==> images/logic_types.png <==
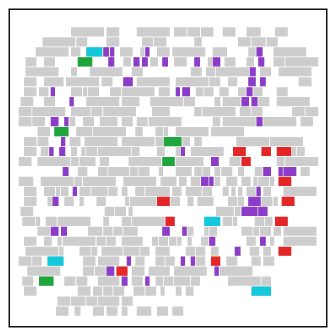
==> images/congestion.png <==
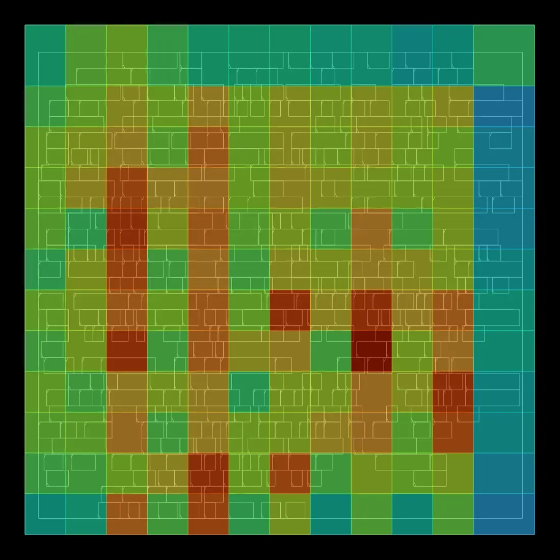
==> images/layer_met2.png <==
Cells faint in the background.
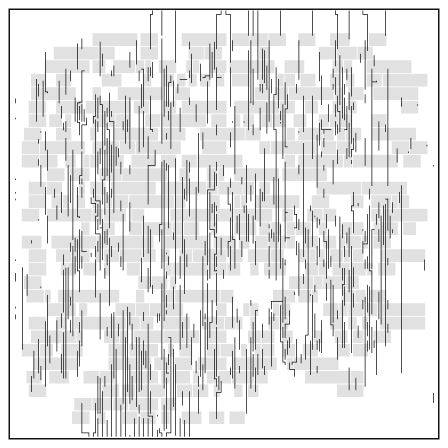
$ cat config.mk
export PLATFORM = sky130hd
export DESIGN_NAME = pipe_hazard_ctrl
export DESIGN_NICKNAME = d
export VERILOG_FILES = /design/src/rtl/pipe_hazard_ctrl.sv
export SDC_FILE = /design/constraint.sdc
export NUM_CORES = 1
export LEC_CHECK = 0
export ABC_AREA = 0
export CAP_MARGIN = 20
export CORE_MARGIN = 2
export CORE_UTILIZATION = 43
export CTS_BUF_LIST = sky130_fd_sc_hd__clkbuf_8
export DETAILED_ROUTE_END_ITERATION = 7
export HOLD_SLACK_MARGIN = 0.03
export PLACE_DENSITY_LB_ADDON = 0.12
export SYNTH_ARGS = -nofsm -noshare
export SYNTH_HDL_FRONTEND = slang
export SYNTH_SLANG_ARGS = --single-unit
$ cat constraint.sdc
create_clock -name clk -period 2.3 [get_ports clk]
set_input_delay 0.575 -clock clk [delete_from_list [all_inputs] [get_ports clk]]
set_output_delay 0.575 -clock clk [all_outputs]
set_load 0.02 [all_outputs]
$ cat src/rtl/pipe_hazard_ctrl.sv
// Pipeline hazard controller: load-use bubbles, control-transfer flushes and
// data-memory wait stalls with a timeout error state and saturating counters.
module pipe_hazard_ctrl #(
  parameter int unsigned TIMEOUT = 255
) (
  input  logic        clk,
  input  logic        rst,
  input  logic [4:0]  id_rs,
  input  logic [4:0]  id_rt,
  input  logic        id_uses_rt,
  input  logic        ex_mem_read,
  input  logic [4:0]  ex_rd,
  input  logic        id_branch_taken,
  input  logic        id_jump,
  input  logic        mem_req,
  input  logic        mem_ready,
  output logic        pc_load,
  output logic        ifid_load,
  output logic        ifid_flush,
  output logic        idex_flush,
  output logic        pipe_hold,
  output logic        err,
  output logic [15:0] stall_cnt,
  output logic [15:0] flush_cnt
);

  typedef enum logic [1:0] {
    RUN      = 2'd0,
    MEM_WAIT = 2'd1,
    ERR      = 2'd2
  } state_t;

  state_t      state_q, state_d;
  logic [15:0] wait_q, wait_d;
  logic [16:0] wait_inc;
  logic        load_use;
  logic        mem_stall;
  logic        hold;

  assign load_use  = ex_mem_read & (ex_rd != 5'd0) &
                     ((ex_rd == id_rs) | (id_uses_rt & (ex_rd == id_rt)));
  assign mem_stall = mem_req & ~mem_ready;
  assign wait_inc  = {1'b0, wait_q} + 17'd1;

  // NOTE: every signal written here gets a default first, so no path can leave
  // one unassigned and infer a latch.
  always_comb begin
    state_d    = state_q;
    wait_d     = wait_q;
    hold       = 1'b0;
    err        = 1'b0;
    pc_load    = 1'b1;
    ifid_load  = 1'b1;
    ifid_flush = 1'b0;
    idex_flush = 1'b0;
    pipe_hold  = 1'b0;

    case (state_q)
      RUN: begin
        if (mem_stall) begin
          hold    = 1'b1;
          state_d = MEM_WAIT;
          wait_d  = 16'd0;
        end
      end
      MEM_WAIT: begin
        if (mem_ready) begin
          state_d = RUN;
        end else begin
          hold = 1'b1;
          if (wait_inc >= 17'(TIMEOUT)) state_d = ERR;
          else                          wait_d  = wait_inc[15:0];
        end
      end
      ERR: begin
        hold = 1'b1;
        err  = 1'b1;
      end
      default: begin
        hold    = 1'b1;
        state_d = RUN;
      end
    endcase

    // Priority: memory wait, then load-use bubble, then control transfer.
    if (hold) begin
      pc_load   = 1'b0;
      ifid_load = 1'b0;
      pipe_hold = 1'b1;
    end else if (load_use) begin
      pc_load    = 1'b0;
      ifid_load  = 1'b0;
      idex_flush = 1'b1;
    end else if (id_branch_taken | id_jump) begin
      ifid_flush = 1'b1;
    end

    // While reset is held the pipeline is frozen and both stage registers cleared.
    if (!rst) begin
      state_d    = RUN;
      wait_d     = 16'd0;
      err        = 1'b0;
      pc_load    = 1'b0;
      ifid_load  = 1'b0;
      ifid_flush = 1'b1;
      idex_flush = 1'b1;
      pipe_hold  = 1'b1;
    end
  end

  // NOTE: sequential state uses non-blocking assignments so all registers
  // update together from pre-edge values.
  always_ff @(posedge clk or negedge rst) begin
    if (!rst) begin
      state_q <= RUN;
      wait_q  <= 16'd0;
    end else begin
      state_q <= state_d;
      wait_q  <= wait_d;
    end
  end

  always_ff @(posedge clk or negedge rst) begin
    if (!rst) begin
      stall_cnt <= 16'd0;
      flush_cnt <= 16'd0;
    end else begin
      if (!pc_load && stall_cnt != 16'hFFFF) stall_cnt <= stall_cnt + 16'd1;
      if (ifid_flush && flush_cnt != 16'hFFFF) flush_cnt <= flush_cnt + 16'd1;
    end
  end

endmodule
==> results_slide.txt <==
Flow Results at a Glance

Routing
  – Post-detailed-route count of antenna-violating nets: 0
  – Detailed-route vias per instance: 5.31
  – Total detailed-routing wirelength: around 6.7 mm

Logic synthesis
  – Post-synthesis area per instance: 9.95 sq um
  – Number of synthesized flops with an enable pin: 0
  – Net count after synthesis: roughly 320
  – Flip-flop cell with the highest count after synthesis: dfrtp_1
  – Mux frac, synth: ~1.9%
  – Synthesized chip area reported by yosys: ~2900 sq um
  – XOR/XNOR Area Share: roughly 13%

Critical path
  – Crit path capture type: output pin
  – Required time at the worst-slack endpoint: ~1700 ps
  – Crit Path Class: input port to output pin
  – Family with the most delay on the worst path: simple AND/OR/NAND/NOR gates
  – Top fanout value on the critical path: 3

Clock network
  – Hold Buf Count CTS: 0
  – TritonCTS clock tree: built
  – Master cell of the clock root buffer: clkbuf_8
  – H-tree depth: 2
  – CTS Sinks: around 50
  – Clk Latency, worst-skew pair: slightly above 300 ps
  – Number of buffers inserted during clock tree synthesis: 5

Timing
  – Setup repair after global routing missed its margin: yes
  – Final-report hold violation count: 0
  – Worst hold slack: slightly above 300 ps
  – Worst Slack Setup Final: -86.1 ps
  – Final tally of setup violations: 3

Power and ir drop
  – Dominant power group: registers
  – Worst IR Drop VDD: slightly above 500 uV
  – Relative contribution of combinational cells to total power: 34.4%

Layout
  – Largest registers: flush_cnt (16), stall_cnt (16), wait_q (16)
  – Synthesis-to-finish area growth: 39.2%
  – Multi-input gate share of the layout cell area: between 40% and 50%
  – Non-clock inverters: 10
  – Area taken by multi-input logic gates: around 1700 sq um
  – Share of post-route cells with drive strength above 1: ~23%

GRT
  – Vias in the first global route: 2,491

Status
  – Status: finished, violations left
  – Failing checks: negative setup slack
Notes on logic_types.png above:
| color | family | cells |
|---|---|---|
| cyan | fa/ha/maj cells | 4 |
| purple | nand cells | 56 |
| green | mux cells | 5 |
| red | non-inverting ao/oa cells | 12 |

Notes on congestion.png above:
met2 track utilization from global routing: 30.7%
post-layout utilization of the core: 62.7%
most heavily used metal layer in global routing: met2
post-DR wirelength/cell: 14.3 um
GRT met1 Usage: 27.3%

Notes on layer_met2.png above:
share of all routed wire: 47%
longest straight run: 37.7 um
wire length on this layer: 3,130 um
main direction: vertical
nets with wire on the layer: 355

worst paths after layout:
| check | startpoint | endpoint | cells after the start |
|---|---|---|---|
| setup / recovery | ex_rd[2] | ifid_flush | 7 |
| hold / removal | rst | flush_cnt[12] | 3 |
| setup reg to reg | wait_q[1] | wait_q[4] | 9 |
| hold reg to reg | stall_cnt[14] | stall_cnt[14] | 1 |
| max in group asynchronous | rst | wait_q[9] | 3 |
| min in group clk | stall_cnt[14] | stall_cnt[14] | 1 |
tightest hold or removal path, cell delays in order:
cell	delay, ps
buf_2	90
buf_4	130
buf_4	170
per-layer routing:
| layer | track usage, % | up-vias | share of wire [%] |
|---|---|---|---|
| li1 | - | 1230 | - |
| met1 | 27.3 | 1208 | 49 |
| met2 | 30.7 | 48 | 47 |
| met3 | 3.52 | 6 | 3.2 |
| met4 | 3.69 | 0 | 0.94 |
| met5 | 0 | - | 0 |
Yosys cell counts (2+ instances only):
cell type  instances
and4_1             2
mux2_1             3
o21ai_0            3
o21bai_1           2
nand4_1            9
and3_1            11
nand3_1           22
buf_4              2
or3_1              3
o31ai_1            2
a21o_1             2
nand3b_1           2
xor2_1            12
nor2b_1            3
o21a_1             2
xnor2_1           30
a21oi_1            3
ha_1               4
mux2i_1            2
nor4b_2            2
a211oi_2           2
nor4_2             5
and2_1            15
nand2b_1           2
dfrtp_1           50
nor2_1            19
nor4_1             2
o2111ai_1          5
or2_2              2
a21bo_1            5
nand2_1           19
o21ai_1            3
nor3b_1            2
clkbuf_1           4
nor3_1             7
inv_1             10
timing repair:
action	4_1_cts	5_1_grt
setup buffers	1	2
pin swaps	17	2
setup endpoints to repair	24	20
gates resized	72	14
endpoints found under the hold margin	0	0
Power figures rest on the tool's default switching activity, not on a simulated workload.
